**Pin map**

Pins as bars across the die edge, other pins in grey.
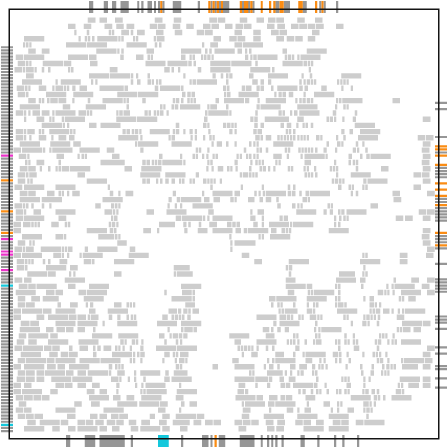
**Clock network drawn from the DEF**

Scale bar: 50 µm.
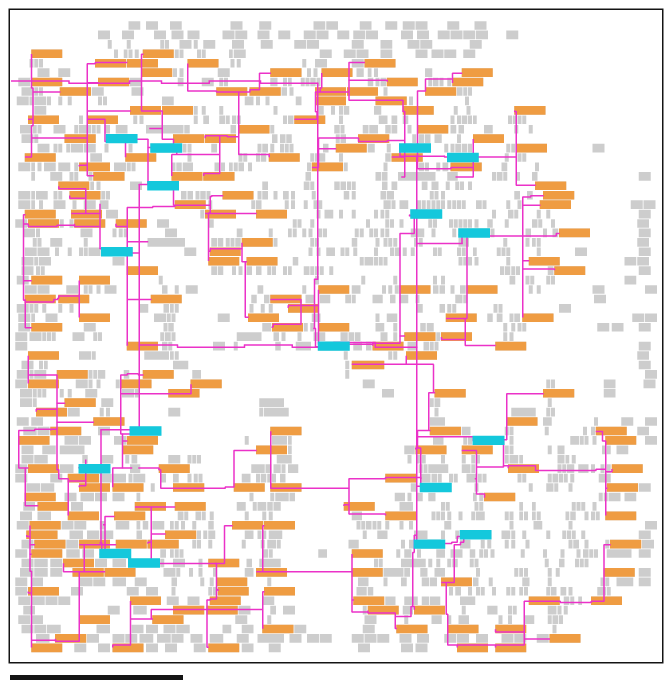
**Metal layers overlaid**

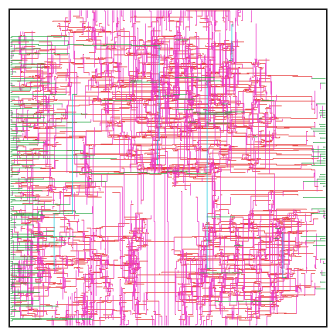
**Placed cells, one colour a class**

Fill, decap, tap and diode cells in grey.
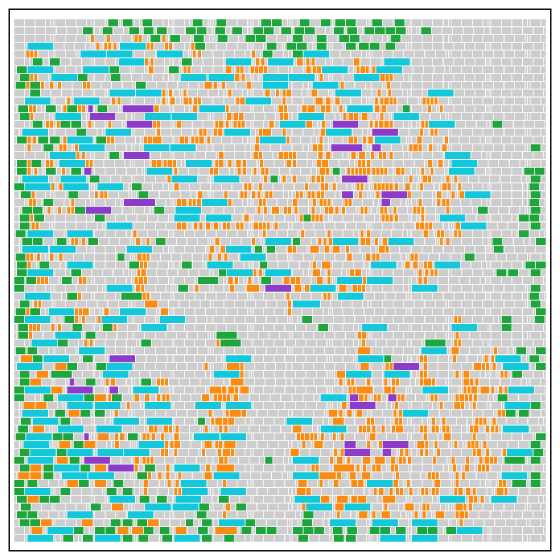
**Cell outlines without signal wires**

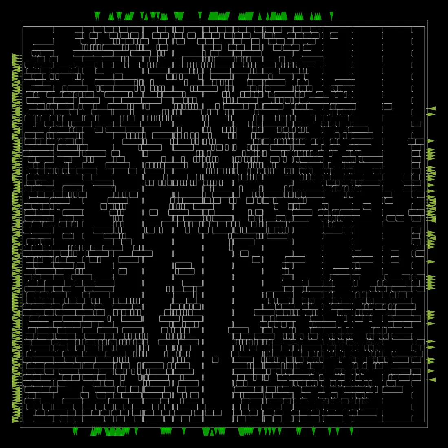
`config.mk`:
```
export PLATFORM = sky130hd
export DESIGN_NAME = rv_core_sequencer
export DESIGN_NICKNAME = d
export VERILOG_FILES = /design/src/rtl/rv_core_sequencer.sv
export SDC_FILE = /design/constraint.sdc
export NUM_CORES = 1
export LEC_CHECK = 0
export ABC_AREA = 1
export CAP_MARGIN = 20
export CELL_PAD_IN_SITES_DETAIL_PLACEMENT = 0
export CELL_PAD_IN_SITES_GLOBAL_PLACEMENT = 2
export CORE_UTILIZATION = 27
export DETAILED_ROUTE_END_ITERATION = 10
export PLACE_DENSITY = 0.83
export SLEW_MARGIN = 15
export SYNTH_ARGS = -nofsm -noshare
export SYNTH_HDL_FRONTEND = slang
export SYNTH_SLANG_ARGS = --single-unit
```
`constraint.sdc`:
```
create_clock -name clock -period 2.12 [get_ports clock]
set_input_delay 0.424 -clock clock [delete_from_list [all_inputs] [get_ports clock]]
set_output_delay 0.424 -clock clock [all_outputs]
set_load 0.01 [all_outputs]
```
`src/rtl/rv_core_sequencer.sv`:
```
// ----------------------------------------------------------------------------
// rv_core_sequencer
//
// Multi-cycle control FSM for the RV32I minimal ALU datapath. It owns the
// architectural PC, runs the instruction-memory handshake, issues a one-hot
// enable pulse to the selected ALU sub-unit, gates register-file writes and
// counts retired instructions. An illegal opcode or a misaligned redirect
// target parks the core in TRAP until reset.
//
// Parameters
//   RESET_PC      PC value loaded on reset
//   EXEC_LATENCY  clocks from unit_enable pulse to a valid ALU result (1-7)
//
// Ports
//   clock, reset_n          rising-edge clock, async active-low reset
//   imem_req/addr           fetch request (held until imem_ready), address = pc
//   imem_ready/rdata        fetch completes this cycle with this word
//   instruction, pc         latched instruction word and architectural PC
//   unit_enable[6:0]        one-hot: rr, ri, branch, jal, jalr, lui, auipc
//   alu_rd, alu_rd_value    destination register and result from the ALU
//   alu_next_pc_valid/pc    redirect target from the ALU
//   rf_write_*              register-file write strobe, address, data
//   illegal_instruction     sticky trap cause
//   halted                  high while in TRAP
//   retired_count           retired-instruction counter (wraps)
//
// State table
//   state        | meaning
//   ST_FETCH     | request imem at pc, wait for imem_ready
//   ST_DECODE    | map opcode to a unit, or trap on an illegal opcode
//   ST_EXECUTE   | one-cycle unit_enable pulse
//   ST_WAIT      | down-count EXEC_LATENCY cycles; sample ALU on terminal count
//   ST_WRITEBACK | register write strobe, PC update, retire
//   ST_TRAP      | halted, no requests or strobes until reset
// ----------------------------------------------------------------------------
module rv_core_sequencer #(
    parameter logic [31:0] RESET_PC     = 32'h0000_0000,
    parameter int unsigned EXEC_LATENCY = 1
) (
    input  logic        clock,
    input  logic        reset_n,
    output logic        imem_req,
    output logic [31:0] imem_addr,
    input  logic        imem_ready,
    input  logic [31:0] imem_rdata,
    output logic [31:0] instruction,
    output logic [31:0] pc,
    output logic [6:0]  unit_enable,
    input  logic [4:0]  alu_rd,
    input  logic [31:0] alu_rd_value,
    input  logic        alu_next_pc_valid,
    input  logic [31:0] alu_next_pc,
    output logic        rf_write_enable,
    output logic [4:0]  rf_write_addr,
    output logic [31:0] rf_write_data,
    output logic        illegal_instruction,
    output logic        halted,
    output logic [31:0] retired_count
);

    typedef enum logic [2:0] {
        ST_FETCH     = 3'd0,
        ST_DECODE    = 3'd1,
        ST_EXECUTE   = 3'd2,
        ST_WAIT      = 3'd3,
        ST_WRITEBACK = 3'd4,
        ST_TRAP      = 3'd5
    } state_t;

    localparam int U_RR     = 0;
    localparam int U_RI     = 1;
    localparam int U_BRANCH = 2;
    localparam int U_JAL    = 3;
    localparam int U_JALR   = 4;
    localparam int U_LUI    = 5;
    localparam int U_AUIPC  = 6;

    localparam logic [2:0] WAIT_LOAD = 3'(EXEC_LATENCY);

    state_t      state_q, state_d;
    logic [31:0] pc_q, pc_d;
    logic [31:0] instr_q, instr_d;
    logic [6:0]  unit_sel_q, unit_sel_d;
    logic [6:0]  unit_en_q, unit_en_d;
    logic [2:0]  wait_cnt_q, wait_cnt_d;
    logic [31:0] next_pc_q, next_pc_d;
    logic        misalign_q, misalign_d;
    logic        imem_req_q, imem_req_d;
    logic        rf_we_q, rf_we_d;
    logic [4:0]  rf_addr_q, rf_addr_d;
    logic [31:0] rf_data_q, rf_data_d;
    logic        illegal_q, illegal_d;
    logic        halted_q, halted_d;
    logic [31:0] retired_q, retired_d;

    logic [6:0]  dec_sel;
    logic [2:0]  wait_dec;
    logic        is_ctrl;
    logic        redirect;

    // Returns zero for anything that is not one of the seven supported opcodes.
    function automatic logic [6:0] decode_unit(input logic [31:0] instr);
        logic [6:0] sel;
        sel = '0;
        if (instr[1:0] == 2'b11) begin
            case (instr[6:0])
                7'b0110011: sel[U_RR]     = 1'b1;
                7'b0010011: sel[U_RI]     = 1'b1;
                7'b1100011: sel[U_BRANCH] = 1'b1;
                7'b1101111: sel[U_JAL]    = 1'b1;
                7'b1100111: sel[U_JALR]   = 1'b1;
                7'b0110111: sel[U_LUI]    = 1'b1;
                7'b0010111: sel[U_AUIPC]  = 1'b1;
                default:    sel           = '0;
            endcase
        end
        return sel;
    endfunction

    assign dec_sel  = decode_unit(instr_q);
    assign wait_dec = wait_cnt_q - 3'd1;
    assign is_ctrl  = unit_sel_q[U_BRANCH] | unit_sel_q[U_JAL] | unit_sel_q[U_JALR];
    assign redirect = is_ctrl & alu_next_pc_valid;

    always_comb begin
        state_d     = state_q;
        pc_d        = pc_q;
        instr_d     = instr_q;
        unit_sel_d  = unit_sel_q;
        unit_en_d   = '0;
        wait_cnt_d  = wait_cnt_q;
        next_pc_d   = next_pc_q;
        misalign_d  = misalign_q;
        imem_req_d  = 1'b0;
        rf_we_d     = 1'b0;
        rf_addr_d   = rf_addr_q;
        rf_data_d   = rf_data_q;
        illegal_d   = illegal_q;
        halted_d    = 1'b0;
        retired_d   = retired_q;

        case (state_q)
            ST_FETCH: begin
                // The request flop lags state by one cycle only after reset,
                // so a ready seen before the request is up is ignored.
                imem_req_d = 1'b1;
                if (imem_req_q && imem_ready) begin
                    instr_d    = imem_rdata;
                    imem_req_d = 1'b0;
                    state_d    = ST_DECODE;
                end
            end
            ST_DECODE: begin
                if (dec_sel == '0) begin
                    illegal_d = 1'b1;
                    halted_d  = 1'b1;
                    state_d   = ST_TRAP;
                end else begin
                    unit_sel_d = dec_sel;
                    unit_en_d  = dec_sel;
                    state_d    = ST_EXECUTE;
                end
            end
            ST_EXECUTE: begin
                wait_cnt_d = WAIT_LOAD;
                state_d    = ST_WAIT;
            end
            ST_WAIT: begin
                wait_cnt_d = wait_dec;
                if (wait_dec == 3'd0) begin
                    // ALU result is valid in this last WAIT cycle; capture
                    // everything writeback needs so the strobe is registered.
                    misalign_d = redirect & (alu_next_pc[1:0] != 2'b00);
                    next_pc_d  = redirect ? alu_next_pc : (pc_q + 32'd4);
                    rf_we_d    = ~misalign_d & ~unit_sel_q[U_BRANCH] & (alu_rd != 5'd0);
                    rf_addr_d  = alu_rd;
                    rf_data_d  = alu_rd_value;
                    state_d    = ST_WRITEBACK;
                end
            end
            ST_WRITEBACK: begin
                if (misalign_q) begin
                    illegal_d = 1'b1;
                    halted_d  = 1'b1;
                    state_d   = ST_TRAP;
                end else begin
                    pc_d       = next_pc_q;
                    retired_d  = retired_q + 32'd1;
                    imem_req_d = 1'b1;
                    state_d    = ST_FETCH;
                end
            end
            ST_TRAP: begin
                halted_d = 1'b1;
            end
            default: begin
                halted_d = 1'b1;
                state_d  = ST_TRAP;
            end
        endcase
    end

    always_ff @(posedge clock or negedge reset_n) begin
        if (!reset_n) begin
            state_q    <= ST_FETCH;
            pc_q       <= RESET_PC;
            instr_q    <= '0;
            unit_sel_q <= '0;
            unit_en_q  <= '0;
            wait_cnt_q <= '0;
            next_pc_q  <= '0;
            misalign_q <= 1'b0;
            imem_req_q <= 1'b0;
            rf_we_q    <= 1'b0;
            rf_addr_q  <= '0;
            rf_data_q  <= '0;
            illegal_q  <= 1'b0;
            halted_q   <= 1'b0;
            retired_q  <= '0;
        end else begin
            state_q    <= state_d;
            pc_q       <= pc_d;
            instr_q    <= instr_d;
            unit_sel_q <= unit_sel_d;
            unit_en_q  <= unit_en_d;
            wait_cnt_q <= wait_cnt_d;
            next_pc_q  <= next_pc_d;
            misalign_q <= misalign_d;
            imem_req_q <= imem_req_d;
            rf_we_q    <= rf_we_d;
            rf_addr_q  <= rf_addr_d;
            rf_data_q  <= rf_data_d;
            illegal_q  <= illegal_d;
            halted_q   <= halted_d;
            retired_q  <= retired_d;
        end
    end

    assign imem_req            = imem_req_q;
    assign imem_addr           = pc_q;
    assign instruction         = instr_q;
    assign pc                  = pc_q;
    assign unit_enable         = unit_en_q;
    assign rf_write_enable     = rf_we_q;
    assign rf_write_addr       = rf_addr_q;
    assign rf_write_data       = rf_data_q;
    assign illegal_instruction = illegal_q;
    assign halted              = halted_q;
    assign retired_count       = retired_q;

endmodule

```
==> flow_summary.html <==
<h3>Flow metrics</h3>
<table>
<tr><th>Metric</th><th>Value</th></tr>
<tr><th colspan="2">Worst setup path</th></tr>
<tr><td>Setup slack on the worst flop-to-flop path</td><td>0.30 ns</td></tr>
<tr><td>Critical path required time</td><td>1.70 ns</td></tr>
<tr><td>Startpoint of the most critical setup path</td><td>imem_addr[8]$_DFFE_PN0P_</td></tr>
<tr><td>Worst reg2reg startpoint</td><td>state_q[0]$_DFFE_PN0P_</td></tr>
<tr><td>Crit path max-delay family</td><td>buffers and inverters</td></tr>
<tr><td>Slowest library cell on the worst path</td><td>clkdlybuf4s50_1</td></tr>
<tr><td>Crit path capture</td><td>pc[8]</td></tr>
<tr><td>Slowest Stage Delay on Critical Path</td><td>0.64 ns</td></tr>
<tr><td>Largest driver fanout on the critical path</td><td>6</td></tr>
<tr><td>Worst Path Arrival</td><td>1.63 ns</td></tr>
<tr><td>Element type at the critical path end</td><td>output pin</td></tr>
<tr><td>Type of the worst setup path</td><td>register to output pin</td></tr>
<tr><td>Startpoint kind of the worst setup timing path</td><td>register</td></tr>
<tr><td>Logic depth of the worst path, buffers included</td><td>1</td></tr>
<tr><td>Cell Chain, Critical Path</td><td>clkdlybuf4s50_1</td></tr>
<tr><td>RR Endpoint</td><td>retired_count[23]$_DFFE_PN0P_</td></tr>
<tr><td>Depth of the worst register-to-register path</td><td>9</td></tr>
<tr><td>Buffers plus inverters on the worst setup path</td><td>1</td></tr>
<tr><th colspan="2">Layout</th></tr>
<tr><td>Area of the multi-input gates</td><td>0.00393 mm²</td></tr>
<tr><td>Cell Count, Final, Fillers Out</td><td>1,878</td></tr>
<tr><td>Synth-to-Final Area Change</td><td>40.7%</td></tr>
<tr><td>Ratio of cells with drive above 1 in the final layout</td><td>7.84%</td></tr>
<tr><td>Sequential cell area</td><td>0.00466 mm²</td></tr>
<tr><td>Final nets</td><td>1,525</td></tr>
<tr><th colspan="2">Synthesis</th></tr>
<tr><td>Proportion of register bits with asynchronous set or reset after synthesis</td><td>100%</td></tr>
<tr><td>Synthesized netlist cell count</td><td>1,161</td></tr>
<tr><td>Ys cells</td><td>1,161</td></tr>
<tr><td>Sequential area share after synthesis</td><td>49.8%</td></tr>
<tr><td>Average footprint of a synthesized cell</td><td>8.05 µm²</td></tr>
<tr><td>Yosys stat area</td><td>0.00935 mm²</td></tr>
<tr><td>Top flip-flop cell by instance count after synthesis</td><td>dfrtp_1</td></tr>
<tr><td>Count of flip-flops with a built-in enable after synthesis</td><td>0</td></tr>
<tr><td>Net Count, Synth</td><td>1,270</td></tr>
<tr><td>Cell area after technology mapping</td><td>0.00935 mm²</td></tr>
<tr><td>Tally of unique sky130hd cells used after synthesis</td><td>44</td></tr>
<tr><td>Yosys warning tally</td><td>0</td></tr>
<tr><td>Count of state elements after synthesis</td><td>186</td></tr>
<tr><th colspan="2">Run status</th></tr>
<tr><td>Status</td><td>completed</td></tr>
<tr><th colspan="2">Placed design</th></tr>
<tr><td>Post-detailed-placement half-perimeter wirelength</td><td>21,800 µm</td></tr>
<tr><td>GPL Wtd Cong</td><td>0.810</td></tr>
<tr><td>Number of cells after detailed placement</td><td>1,844</td></tr>
<tr><td>Post-place setup slack</td><td>0.174 ns</td></tr>
<tr><th colspan="2">Final timing</th></tr>
<tr><td>FMAX</td><td>488 MHz</td></tr>
<tr><td>Max-slew headroom</td><td>59.1%</td></tr>
<tr><td>Fin Setup TNS</td><td>0 ns</td></tr>
<tr><td>Shortest period the worst path allows</td><td>2.05 ns</td></tr>
<tr><td>Unrepaired setup endpoints after global routing</td><td>false</td></tr>
<tr><td>Transition time of the tightest slew-check pin</td><td>0.609 ns</td></tr>
<tr><td>Period Utilization, post-route</td><td>96.7%</td></tr>
<tr><td>Final hold violation count</td><td>0</td></tr>
<tr><td>Final worst setup slack</td><td>0.0692 ns</td></tr>
<tr><td>Final Max-Slew Violation Tally</td><td>0</td></tr>
<tr><td>Setup-failing EPs final</td><td>0</td></tr>
<tr><td>Final worst hold slack</td><td>0.469 ns</td></tr>
<tr><th colspan="2">GRT</th></tr>
<tr><td>Maximum number of pins on one net before global-route repair</td><td>83</td></tr>
<tr><td>Total routing resource utilization after global routing</td><td>17.1%</td></tr>
<tr><td>Congestion Overflow GR</td><td>0</td></tr>
<tr><td>Antenna violations before repair</td><td>1</td></tr>
<tr><td>Number of global-route vias before repair</td><td>8,314</td></tr>
<tr><td>Global-route wire length before repair</td><td>46,700 µm</td></tr>
<tr><th colspan="2">Run</th></tr>
<tr><td>Number of warnings the tools reported</td><td>27</td></tr>
<tr><td>Count of max-cap constraint violations</td><td>0</td></tr>
<tr><th colspan="2">Drt</th></tr>
<tr><td>DRT iter0 DRCs</td><td>528</td></tr>
<tr><td>Detailed-router iteration count before antenna repair</td><td>5</td></tr>
<tr><td>Via density</td><td>4.42</td></tr>
<tr><td>Antenna-violating nets left</td><td>0</td></tr>
<tr><td>Total Wirelength</td><td>29,400 µm</td></tr>
<tr><td>Post-detailed-route DRC marker count</td><td>0</td></tr>
<tr><th colspan="2">Clocking</th></tr>
<tr><td>TritonCTS buffer count</td><td>17</td></tr>
<tr><td>Clock Path Buffers</td><td>2</td></tr>
<tr><td>Number of setup buffers added after CTS</td><td>0</td></tr>
<tr><td>Clock Sink Count</td><td>186</td></tr>
<tr><td>Clock tree from TritonCTS</td><td>yes</td></tr>
<tr><td>Number of levels in the clock H-tree</td><td>4</td></tr>
<tr><td>Clock root cell</td><td>clkbuf_16</td></tr>
<tr><td>Worst-path clk slew</td><td>0.07 ns</td></tr>
<tr><th colspan="2">Worst hold path</th></tr>
<tr><td>Cell depth of the worst hold path</td><td>2</td></tr>
<tr><td>Worst min path class</td><td>register to register</td></tr>
<tr><td>Start point of the worst hold path</td><td>next_pc_q[14]$_DFFE_PN0P_</td></tr>
<tr><td>Endpoint of the worst hold-timing path</td><td>imem_addr[14]$_DFFE_PN0P_</td></tr>
<tr><th colspan="2">Power and ir drop</th></tr>
<tr><td>Lkg Pwr</td><td>5.78 nW</td></tr>
<tr><td>Pwr dens</td><td>553 mW/mm²</td></tr>
<tr><td>VDD IR max</td><td>569 µV</td></tr>
<tr><th colspan="2">Floorplan</th></tr>
<tr><td>Ports</td><td>281</td></tr>
<tr><td>Chip Area</td><td>0.0354 mm²</td></tr>
<tr><td>Pre-Place Util</td><td>27.7%</td></tr>
</table>
Notes on 'pin map' above:
Key: cyan = `unit_enable` [pins 7, direction output, edge 5 bottom, 2 left]; magenta = `alu_rd` [pins 5, direction input, edge left]; orange = `imem_addr` [pins 32, direction output, edge 18 top, 10 right, 3 left, 1 bottom]
All pins by edge: 125 left, 59 top, 52 bottom, 45 right.
die x size: 188 µm
PortBufs: 280
vertical extent of the die: 188 µm

Notes on 'clock network drawn from the DEF' above:
Key: orange = flip-flops [count 186]; cyan = clock-net drivers [count 17]; magenta = clock wires [length 2,820 µm]
There are 18 routed clock nets. Position of the flops: spread over the die.
power consumed by the clock network: 3.43 mW
worst clock skew: 0.00690 ns
clock power share: 47.2%
clock network latency to the later pin of the worst-skew pair: 0.44 ns

Notes on 'metal layers overlaid' above:
Key: green = M3 [wire length 2,350 µm]; cyan = M4 [wire length 334 µm]; red = M1 [wire length 13,100 µm]; magenta = M2 [wire length 13,600 µm]
total via count in the routed design: 8,309
Wirelength per Cell: 15.6 µm

Notes on 'placed cells, one colour a class' above:
Key: cyan = registers [cells 186]; purple = clock drivers and dummy loads [cells 32]; green = remaining buffers and delay cells [cells 301]; orange = remaining logic cells [cells 910]
cell area after layout: 0.0132 mm²
standard cell core area: 0.0338 mm²
row cnt: 67
sequential share of cell area: 35.4%
core utilization of the finished layout: 38.9%

Notes on 'cell outlines without signal wires' above:
total number of tap cells: 448
Layout fillers: 3,465
registers: 186

per-stage QoR:
step | cell area (µm²) | total power [mW] | util [%]
after global placement | 12500 | 3.91 | 37.1
after floorplan | 9350 | 3.62 | -
after CTS | 13100 | 7.41 | 38.9
after global routing | 13100 | 7.54 | 38.9
after detailed placement | 12500 | 3.91 | 37.1
final | 13200 | 7.27 | 38.9
cell type report:
class / count / area share [%]
inverter: 88 / 2.53
clock inverter: 15 / 1.43
antenna: 1 / 0.0190
clock buffer: 17 / 3.24
tap: 448 / 4.26
sequential: 186 / 35.4
timing repair buffer: 301 / 23.2
multi-input combinational: 822 / 29.9
cells by family after synthesis:
logic type                 synth area share, %
muxes                                     3.49
adders and majority gates                0.535
DFF                                       49.8
AOI/OAI and AO/OA                         5.57
xor gates and xnor gates                  1.97
and+or+nand+nor                           30.5
buffers and inverters                     8.14
state kept, by name (all words and copies together), names as in the netlist:
signal	cells
rf_write_addr	5
misalign_q	1
rf_write_enable	1
imem_req	1
rf_write_data	32
illegal_instruction	1
wait_cnt_q	3
halted	1
retired_count	32
next_pc_q	32
instruction	32
imem_addr	32
unit_enable	7
state_q	3
unit_sel_q	3
cells in the final DEF, fill, tap and decap left out, types with 5 or more instances in the layout:
cell	instances
nand2_1	430
clkdlybuf4s50_1	278
dfrtp_1	185
nor2_1	120
inv_1	83
nand3_1	58
o21ai_0	50
mux2_2	27
a21oi_1	22
xor2_1	17
clkbuf_16	17
nand3b_1	13
buf_4	13
nor3_1	12
nand4_1	10
o21ai_1	10
or2_2	7
buf_12	7
inv_6	5
report_power, final:
| part | leakage, nW | internal [mW] | total, mW | switching, mW |
|---|---|---|---|---|
| sequential | 2.25 | 3.54 | 3.54 | 0 |
| clock | 0.303 | 1.89 | 3.43 | 1.54 |
| combinational | 3.23 | 0.181 | 0.289 | 0.108 |
timing repair:
item / 4_1_cts / 5_1_grt
hold buffers: 1 / 0
setup endpoints to repair: 2 / 0
gates resized: 2 / 0
endpoints found under the hold margin: 52 / 0
per-layer routing:
layer / track usage (%) / wire (µm) / vias up
met1: 22.0 / 13100 / 3900
li1: - / - / 4146
met4: 4.53 / 334 / 0
met3: 5.76 / 2350 / 20
met5: 0 / 0 / -
met2: 27.2 / 13600 / 243
synthesized netlist by cell type, types with 2 or more instances:
cell type | number | area share (%)
xnor2_1 | 4 | 0.37
nand2_2 | 2 | 0.13
nand3b_1 | 13 | 1.0
buf_6 | 3 | 0.36
mux2_2 | 27 | 3.3
ha_1 | 4 | 0.54
buf_2 | 18 | 0.96
nor3_1 | 12 | 0.64
inv_1 | 83 | 3.3
nor2_2 | 4 | 0.27
buf_4 | 37 | 3.0
nor2_4 | 4 | 0.48
xor2_1 | 17 | 1.6
or2_1 | 3 | 0.20
a21oi_1 | 22 | 1.2
nand3_1 | 58 | 3.1
nor2_1 | 120 | 4.8
mux2_1 | 2 | 0.24
clkbuf_1 | 7 | 0.28
or2_2 | 7 | 0.47
a21boi_1 | 4 | 0.32
nand4_1 | 10 | 0.67
nand2_1 | 430 | 17
o21ai_1 | 10 | 0.54
inv_2 | 4 | 0.16
dfrtp_1 | 186 | 50
o21ai_0 | 50 | 2.7
o211ai_1 | 3 | 0.24
nor3_4 | 2 | 0.35
Power figures rest on the tool's default switching activity, not on a simulated workload.
